Figure 1. Cell placement (run 1).
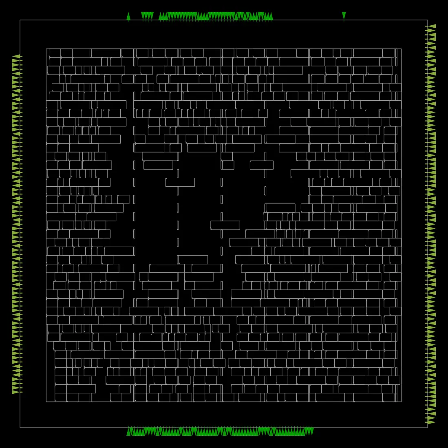
Figure 2. Placed cells, one colour a class (run 1).
Scale bar: 50 µm. Fill, decap, tap and diode cells in grey.
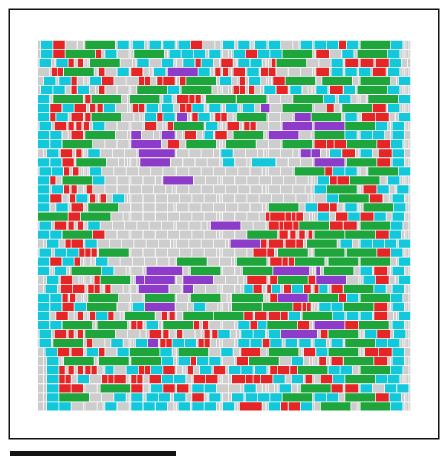
Figure 3. Routed metal, one colour a layer (run 1).
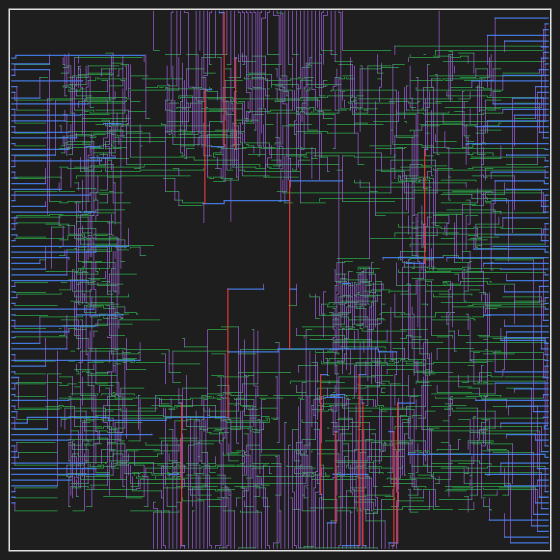
Figure 4. The metal 1 layer (run 1).
Supply wires on this layer in grey.
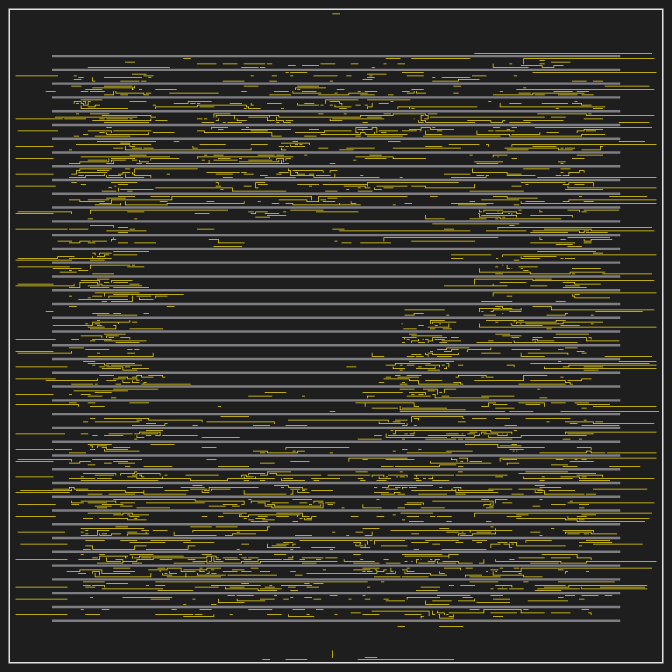
File: src/rtl/dm_arbiter.sv
// Two-port data-memory arbiter: one transaction in flight, round-robin or fixed
// priority, registered memory strobe and a one-cycle completion pulse per port.
module dm_arbiter #(
    parameter int unsigned MEM_LAT = 2,
    parameter bit          RR      = 1'b1
) (
    input  logic        clk,
    input  logic        rst,
    input  logic        req0,
    input  logic        req1,
    input  logic        we0,
    input  logic        we1,
    input  logic [3:0]  be0,
    input  logic [3:0]  be1,
    input  logic [31:0] addr0,
    input  logic [31:0] addr1,
    input  logic [31:0] wdata0,
    input  logic [31:0] wdata1,
    output logic        gnt0,
    output logic        gnt1,
    output logic        rdy0,
    output logic        rdy1,
    output logic [31:0] rdata,
    output logic        busy,
    output logic        mem_en,
    output logic        mem_we,
    output logic [3:0]  mem_be,
    output logic [31:0] mem_addr,
    output logic [31:0] mem_wdata,
    input  logic [31:0] mem_rdata
);

    typedef enum logic [1:0] {
        S_IDLE,
        S_WAIT,
        S_RESP
    } state_t;

    localparam logic [3:0] CNT_LOAD = 4'(MEM_LAT - 1);

    state_t      state, state_nxt;
    logic [3:0]  cnt, cnt_nxt;
    logic        last, last_nxt;
    logic        owner, owner_nxt;
    logic        wr, wr_nxt;
    logic        win1;

    logic        gnt0_nxt, gnt1_nxt, rdy0_nxt, rdy1_nxt, busy_nxt;
    logic        mem_en_nxt, mem_we_nxt;
    logic [3:0]  mem_be_nxt;
    logic [31:0] mem_addr_nxt, mem_wdata_nxt, rdata_nxt;

    always_ff @(posedge clk or posedge rst) begin
        if (rst) begin
            state     <= S_IDLE;
            cnt       <= '0;
            last      <= 1'b1;
            owner     <= 1'b0;
            wr        <= 1'b0;
            gnt0      <= 1'b0;
            gnt1      <= 1'b0;
            rdy0      <= 1'b0;
            rdy1      <= 1'b0;
            busy      <= 1'b0;
            mem_en    <= 1'b0;
            mem_we    <= 1'b0;
            mem_be    <= '0;
            mem_addr  <= '0;
            mem_wdata <= '0;
            rdata     <= '0;
        end else begin
            state     <= state_nxt;
            cnt       <= cnt_nxt;
            last      <= last_nxt;
            owner     <= owner_nxt;
            wr        <= wr_nxt;
            gnt0      <= gnt0_nxt;
            gnt1      <= gnt1_nxt;
            rdy0      <= rdy0_nxt;
            rdy1      <= rdy1_nxt;
            busy      <= busy_nxt;
            mem_en    <= mem_en_nxt;
            mem_we    <= mem_we_nxt;
            mem_be    <= mem_be_nxt;
            mem_addr  <= mem_addr_nxt;
            mem_wdata <= mem_wdata_nxt;
            rdata     <= rdata_nxt;
        end
    end

    // Port 1 wins when alone, or on a round-robin tie when port 0 went last.
    always_comb begin
        win1 = req1 && (!req0 || (RR && !last));
    end

    always_comb begin
        state_nxt     = state;
        cnt_nxt       = cnt;
        last_nxt      = last;
        owner_nxt     = owner;
        wr_nxt        = wr;
        gnt0_nxt      = 1'b0;
        gnt1_nxt      = 1'b0;
        rdy0_nxt      = 1'b0;
        rdy1_nxt      = 1'b0;
        mem_en_nxt    = 1'b0;
        mem_we_nxt    = 1'b0;
        mem_be_nxt    = mem_be;
        mem_addr_nxt  = mem_addr;
        mem_wdata_nxt = mem_wdata;
        rdata_nxt     = rdata;

        case (state)
            S_IDLE: begin
                if (req0 || req1) begin
                    state_nxt     = S_WAIT;
                    cnt_nxt       = CNT_LOAD;
                    last_nxt      = win1;
                    owner_nxt     = win1;
                    wr_nxt        = win1 ? we1 : we0;
                    gnt0_nxt      = !win1;
                    gnt1_nxt      = win1;
                    mem_en_nxt    = 1'b1;
                    mem_we_nxt    = win1 ? we1 : we0;
                    mem_be_nxt    = win1 ? be1 : be0;
                    mem_addr_nxt  = win1 ? addr1 : addr0;
                    mem_wdata_nxt = win1 ? wdata1 : wdata0;
                end
            end
            S_WAIT: begin
                if (cnt == 4'd0) begin
                    state_nxt = S_RESP;
                end else begin
                    cnt_nxt = cnt - 4'd1;
                end
            end
            S_RESP: begin
                // Registered completion: the read beat lands during RESP, so the
                // capture and the rdy pulse both come from the edge leaving it.
                state_nxt = S_IDLE;
                rdy0_nxt  = !owner;
                rdy1_nxt  = owner;
                if (!wr) begin
                    rdata_nxt = mem_rdata;
                end
            end
            default: begin
                state_nxt = S_IDLE;
            end
        endcase

        busy_nxt = (state != S_IDLE) || (state_nxt != S_IDLE);
    end

endmodule
File: config.mk
export PLATFORM = sky130hd
export DESIGN_NAME = dm_arbiter
export DESIGN_NICKNAME = d
export VERILOG_FILES = /design/src/rtl/dm_arbiter.sv
export SDC_FILE = /design/constraint.sdc
export NUM_CORES = 1
export LEC_CHECK = 0
export CAP_MARGIN = 20
export CORE_MARGIN = 8
export CORE_UTILIZATION = 39
export CTS_CLUSTER_SIZE = 8
export DETAILED_ROUTE_END_ITERATION = 8
export PLACE_DENSITY = 0.89
export SLEW_MARGIN = 0
export SYNTH_ARGS = -nofsm -noshare
export SYNTH_HDL_FRONTEND = slang
export SYNTH_SLANG_ARGS = --single-unit
File: constraint.sdc
create_clock -name clk -period 4.4 [get_ports clk]
set_clock_uncertainty 0.05 [all_clocks]
set_input_delay 0.44 -clock clk [delete_from_list [all_inputs] [get_ports clk]]
set_output_delay 0.44 -clock clk [all_outputs]
set_load 0.005 [all_outputs]
==> results.ini, run 1 <==
[status]
status = completed

[logic_synthesis]
syn-instance-count = 409
synth-edff-count = 0
synth_area_um2 = 4960
ys_sh_simple = 0.0459
ys_seq_share = 0.585
synth_cell_types = 30
ys_warn_count = 0
floorplan.nets = 585
ys_sh_aoi = 0.155
synthXorXnorAreaFrac = 0
flop_cell = dfrtp_1
syn_area_per_cell_um2 = 12.1
ys_sh_mux = 0.176

[finish]
syn2layout_area_growth_pct = 73.2

[clock_network]
cts_root_buf = clkbuf_16
cts.sinks = 116

[global_routing]
met3_usage = 0.0745
grt_max_degree = 69
antenna_found_initial = 0

[placed_design]
routabilityCongestion = 0.787
place_area_um2 = 7950

[sta]
fin_crit_ps = 2250
drv_slew = 0
tns_ps = 0

[floorplanning]
fp_util = 0.396

[run]
cap_violations = 0

[route]
first_iter_violations = 237
drt_pre_antenna_iters = 4
wl_met2_um = 8520

[pwr]
peakVddDrop_mv = 0.324
leakagePower_nw = 3.64

-- Figure 1 (at the start) --
flop share of the area: 0.338
number of fill cells in the layout: 883
cell row count: 41
Finished Core Util: 0.687
Flop Count: 116

-- Figure 2 (at the start) --
green -> registers  # cells 116
cyan -> remaining buffers and delay cells  # cells 288
purple -> clock drivers and dummy loads  # cells 32
red -> remaining logic cells  # cells 260
final instance area: 8590 µm²
core area: 12,500 µm²

-- Figure 3 (at the start) --
blue -> M3  # wire length 1,560 µm
red -> M4  # wire length 399 µm
green -> M1  # wire length 6,840 µm
purple -> M2  # wire length 8,520 µm
Detailed Route WL: 17,300 µm
routed len/inst: 19.9 µm
Total GRT Usage: 0.204

-- Figure 4 (at the start) --
main direction = horizontal
share of all routed wire = 39%
wire length on this layer = 6,840 µm
longest straight run = 41.9 µm
nets with wire on the layer = 773
met1 Usage GRT: 0.227
vias: 4,474

-- run 1: per-stage QoR --
step / util / std cells / hold WS [ps]
2_1_floorplan: - / 409 / 376
3_3_place_gp: 0.635 / 836 / 392
3_5_place_dp: 0.635 / 836 / 408
4_1_cts: 0.687 / 868 / 432
5_1_grt: 0.687 / 868 / 449
6_report: 0.687 / 868 / 431
-- run 1: layout make-up --
type,count,area [µm²]
Clock buffer,19,443
Multi-Input combinational cell,254,1930
Fill cell,883,3920
Timing Repair Buffer,288,2880
Tap cell,172,215
Inverter,6,25.0
Sequential cell,116,2900
Clock inverter,13,198
-- run 1: critical path: stages --
cell and delay, ps:
clkdlybuf4s50_1 550, o21ai_4 760, buf_4 470, o21ai_0 180
-- run 1: Yosys cell counts (2+ instances only) --
cell      number
a21o_1         3
a221o_1       19
inv_1          6
and3_1        19
o21ai_0      100
nand2b_1       3
a21oi_1        2
mux2i_1       50
o21ai_1        5
mux2_1         2
buf_2         12
mux2_2        31
nor2_1         5
clkbuf_1      21
ha_1           2
dfrtp_1      115
-- run 1: logic make-up (layout without fill, tap and decap cells) --
logic type,after synthesis,in the layout
multiplexers,83,83
AND/OR/NAND/NOR,37,37
flip-flops,116,116
AND-OR/OR-AND,132,132
adder cells (fa/ha/maj),2,2
buffers and inverters,39,326
-- run 1: worst paths after layout --
check                           endpoint      from  depth (start not counted)  slack [ps]
max                          mem_addr[9]      req0                          4        2150
max reg2reg                 mem_addr[17]  state[1]                          4        2260
min                                 rdy0     owner                          1         430
max in group asynchronous  mem_wdata[13]       rst                          3        2890
min in group asynchronous      rdata[17]       rst                          2         510
min reg2reg                         rdy0     owner                          1         430
-- run 1: power breakdown --
group / internal, mW / switching [mW]
registers: 1.59 / 0.286
clock network: 0.974 / 0.510
logic: 1.40 / 0.976
==> run 2, diff against run 1 <==
Clock period 4.4 ns to 2.27 ns, I/O delays scaled along.
==> results.ini, run 2 <==
[pwr]
peakVddDrop_mv = 0.510  ; was 0.324 mV

[logic_synthesis]
synth_cell_types = 30  ; unchanged
syn_area_per_cell_um2 = 12.1  ; unchanged
ys_sh_simple = 0.0459  ; unchanged
ys_warn_count = 0  ; unchanged
synthXorXnorAreaFrac = 0  ; unchanged
flop_cell = dfrtp_1  ; unchanged
top_cells_by_count = dfrtp_1 (115), o21ai_0 (100), mux2i_1 (50)  ; unchanged
synth_area_um2 = 4960  ; unchanged

[placed_design]
routabilityCongestion = 0.822  ; was 0.787
placed_cells = 841  ; was 836

[sta]
fin_crit_ps = 1680
drv_slew = 0  ; unchanged
tns_ps = 0  ; unchanged

[floorplanning]
fp.coreArea_um2 = 12500  ; unchanged
row_count = 41  ; unchanged
fp_util = 0.396  ; unchanged

[status]
status = completed  ; unchanged

[setup_path]
path_buffers = 1  ; was 2
critPathMaxStageDelay_ps = 410  ; was 760 ps
critPathSlowestCell = dfrtp_1  ; was o21ai_4
cp_top_family = flip-flops  ; was buffers and inverters
path_cells = nand2b_1 -> nor2_2 -> buf_4 -> mux2_2  ; was clkdlybuf4s50_1 -> o21ai_4 -> buf_4 -> o21ai_0

[global_routing]
grt_max_degree = 72  ; was 69
antenna_found_initial = 0  ; unchanged

[route]
drt_pre_antenna_iters = 4  ; unchanged
first_iter_violations = 226  ; was 237

[clock_network]
cts.sinks = 116  ; unchanged
cts_root_buf = clkbuf_16  ; unchanged

[finish]
comb_area_um2 = 1930  ; unchanged
regArea_um2 = 2900  ; unchanged
fill_cells = 890  ; was 883
syn2layout_area_growth_pct = 74.7  ; was 73.2%

[run]
cap_violations = 0  ; unchanged

-- run 2: netlist changes by cell type in the layout (fill, tap and decap cells not counted), sizes merged --
cell,before,now
inv,10,5
clkbuf,19,24
buf,8,13
-- run 2: final timing paths --
path | from | endpoint | slack, ps | cells past startpoint
worst max-delay path | state[0] | rdata[11] | 590 | 4
worst min-delay path | rst | mem_addr[26] | 260 | 3
min in group clk | mem_rdata[2] | rdata[2] | 380 | 2
worst max register to register | state[0] | rdata[11] | 590 | 4
max in group asynchronous | rst | mem_wdata[24] | 1410 | 3
worst min register to register | owner | rdy0 | 410 | 1
-- run 2: cells by family after synthesis --
kind of cell	Yosys count
AND-OR/OR-AND	132
flip-flops	116
multiplexers	83
buffers and inverters	39
AND/OR/NAND/NOR	37
adder cells (fa/ha/maj)	2
-- run 2: cell type report --
cell class | count | area share
well taps | 172 | 0.0248
clock inverters | 8 | 0.0168
repair buffers | 293 | 0.339
clock buffers | 24 | 0.0579
inverters | 6 | 0.00303
flip-flops and latches | 116 | 0.335
multi-input cells | 254 | 0.223
-- run 2: layer usage --
metal	vias up	routed length (µm)	global-route usage
met2	251	8870	0.364
met3	25	1840	0.0869
li1	2061	-	-
met1	2206	6530	0.223
met5	-	0	0
met4	0	360	0.0878
-- run 2: per-stage QoR --
stage	utilization	instance area, µm²
3_3_place_gp	0.641	8020
2_1_floorplan	-	4960
3_5_place_dp	0.641	8020
6_report	0.692	8660
5_1_grt	0.692	8660
4_1_cts	0.692	8660
-- run 2: where the power goes --
part | switching (mW) | total [mW] | leakage [nW] | internal, mW
Combinational | 1.92 | 4.71 | 1.95 | 2.78
Sequential | 0.552 | 3.64 | 1.42 | 3.09
Clock | 0.895 | 2.87 | 0.312 | 1.98
Figure 5. Routed metal, one colour a layer (run 2).
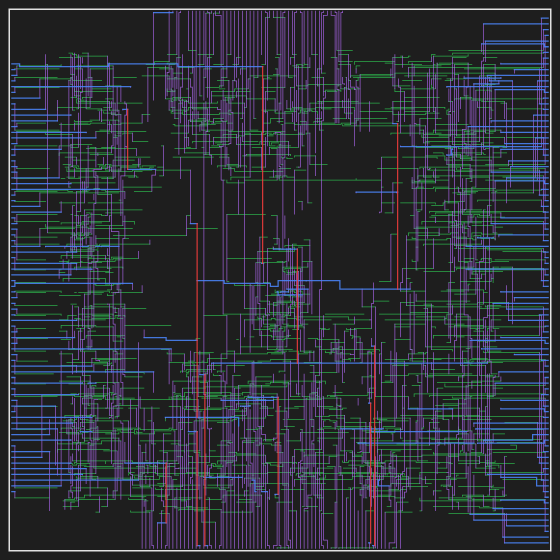
purple -> M2  # wire length 8,870 µm
red -> M4  # wire length 360 µm
green -> M1  # wire length 6,530 µm
blue -> M3  # wire length 1,840 µm
routed len/inst: 20.2 µm
Total GRT Usage: 0.211
Detailed Route WL: 17,600 µm
vias: 4,543

Figure 6. Placed cells, one colour a class (run 2).
Scale bar: 50 µm. Fill, decap, tap and diode cells in grey.
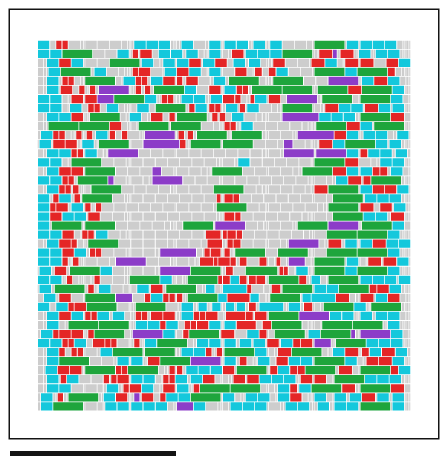
green -> registers  # cells 116
purple -> clock drivers and dummy loads  # cells 32
cyan -> remaining buffers and delay cells  # cells 293
red -> remaining logic cells  # cells 260
Finished Core Util: 0.692
flop share of the area: 0.335

==> run 3, diff against run 2 <==
Settings changed: CORE_UTILIZATION 39 to 35, PLACE_DENSITY 0.89 to 0.84.
Clock period 2.27 ns to 1.5 ns, I/O delays scaled along.
==> results.ini, run 3 <==
[global_routing]
antenna_found_initial = 0  ; unchanged
grt_max_degree = 53  ; was 72
groute.usage.overall = 0.190  ; was 0.211

[clock_network]
cts.sinks = 116  ; unchanged

[pwr]
peakVddDrop_mv = 0.738  ; was 0.510 mV
leakagePower_nw = 4.51  ; was 3.68 nW

[sta]
finalSetupViolations = 61  ; was 0
drv_slew = 0  ; unchanged
layout_setup_ws_ps = -163  ; was 588 ps
fin_crit_ps = 1660  ; was 1680 ps

[setup_path]
rrSetupSlack_ps = -160  ; was 590 ps
critPathMaxStageDelay_ps = 460  ; was 410 ps
startpoint = state[0]  ; unchanged
path_buffers = 1  ; unchanged

[logic_synthesis]
synth-edff-count = 0  ; unchanged
syn_area_per_cell_um2 = 12.1  ; unchanged
synth_cell_types = 30  ; unchanged
syn-instance-count = 409  ; unchanged

[placed_design]
place_area_um2 = 8110  ; was 8020 µm²
placed_cells = 855  ; was 841

[status]
status = finished, violations left  ; was completed
violations = setup timing

[floorplanning]
fp_util = 0.357  ; was 0.396
row_count = 43  ; was 41

[finish]
syn2layout_area_growth_pct = 88.8  ; was 74.7%

run 3: worst paths after layout:
| check | end | cells past startpoint |
|---|---|---|
| max | cnt[3] | 4 |
| max in group asynchronous | mem_wdata[21] | 3 |
| min | mem_be[0] | 2 |
| max reg2reg | cnt[3] | 4 |
| min reg2reg | rdata[27] | 1 |
| min in group clk | rdata[27] | 2 |
run 3: cells by family after synthesis:
| kind of cell | Yosys count | synth area share |
|---|---|---|
| AOI/OAI and AO/OA | 132 | 0.155 |
| adders and majority gates | 2 | 0.00504 |
| buffers and inverters | 39 | 0.0325 |
| DFF | 116 | 0.585 |
| muxes | 83 | 0.176 |
| and+or+nand+nor | 37 | 0.0459 |
run 3: final cells by class:
type	count	area, µm²	share of cell area
Clock buffer	21	460	0.0492
Tap cell	180	225	0.0240
Multi-Input combinational cell	255	2070	0.221
Sequential cell	116	2910	0.310
Timing Repair Buffer	327	3500	0.374
Clock inverter	11	174	0.0186
Inverter	6	26.3	0.00281
run 3: report_power, final:
part	internal, mW	switching, mW	total (mW)	leakage, nW
clock	2.88	1.47	4.35	0.300
combinational	4.43	3.18	7.62	2.79
sequential	4.67	0.839	5.51	1.42
total	12.0	5.49	17.5	4.51
run 3: routing by layer:
metal / up-vias / routed length [µm] / track usage
li1: 2137 / - / -
met1: 2298 / 7360 / 0.206
met2: 244 / 9510 / 0.318
met3: 50 / 1700 / 0.0776
met4: 0 / 747 / 0.0888
met5: - / 0 / 0
run 3: per-stage QoR:
stage	hold WS, ps	setup slack, ps
6_report	5.32	-163
5_1_grt	17.3	-180
4_1_cts	6.39	-124
3_5_place_dp	403	-467
3_3_place_gp	390	-370
2_1_floorplan	216	-113
Figure 7. The metal 1 layer (run 3).
Supply wires on this layer in grey.
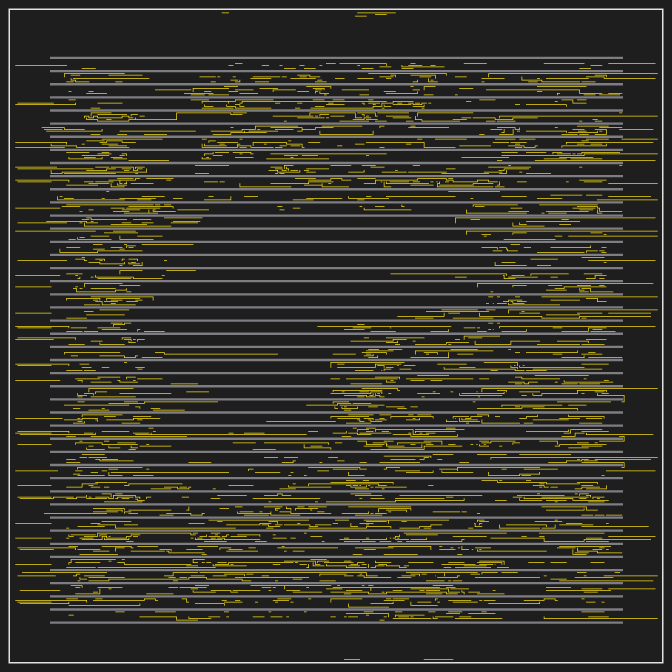
share of all routed wire = 38%
wire length on this layer = 7,360 µm
longest straight run = 41.4 µm
main direction = horizontal
nets with wire on the layer = 785
Detailed Route WL: 19,300 µm
met1 Usage GRT: 0.206
vias: 4,729

Figure 8. Cell placement (run 3).
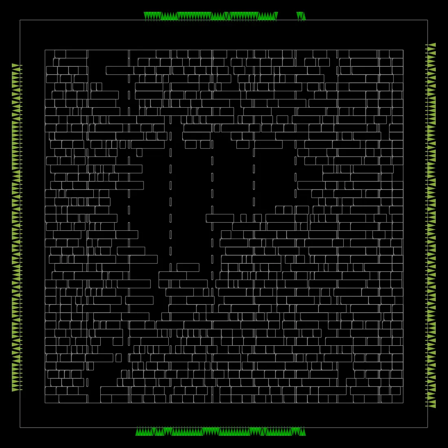
well tap count: 180
number of fill cells in the layout: 988
Post-Layout Cell Count: 916


==> layout pictures side by side <==
Signal metal coverage by tile.
(a)
26 x 26 tiles, from black (low) to pale yellow (high), scaled to the fullest tile. Values are wire area over tile area, all layers added.
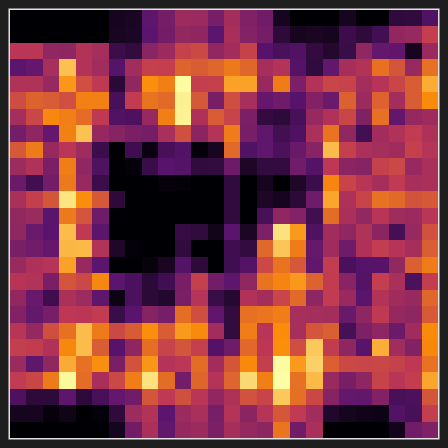
(b)
26 x 26 tiles, from black (low) to pale yellow (high), scaled to the fullest tile. Values are wire area over tile area, all layers added.
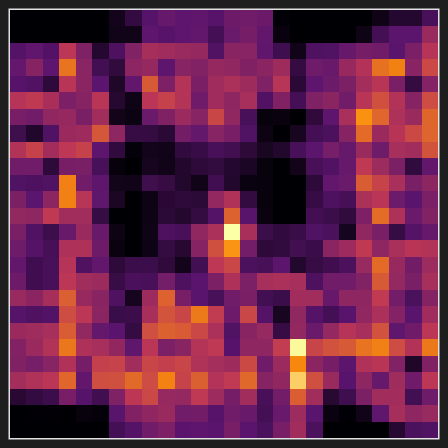
(c)
27 x 27 tiles, from black (low) to pale yellow (high), scaled to the fullest tile. Values are wire area over tile area, all layers added.
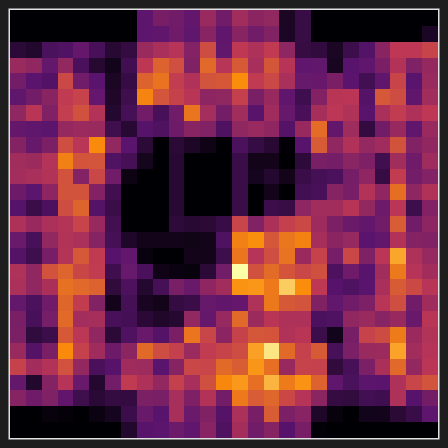
run 2: (b)
run 1: (a)
run 3: (c)

Key to (c):
nearly empty tiles = 12%
densest ninth of the die = bottom middle
fullest tile = 0.54
tiles over half the peak = 20%
mean over tiles = 0.18

Power is estimated from default activity; no workload was simulated.
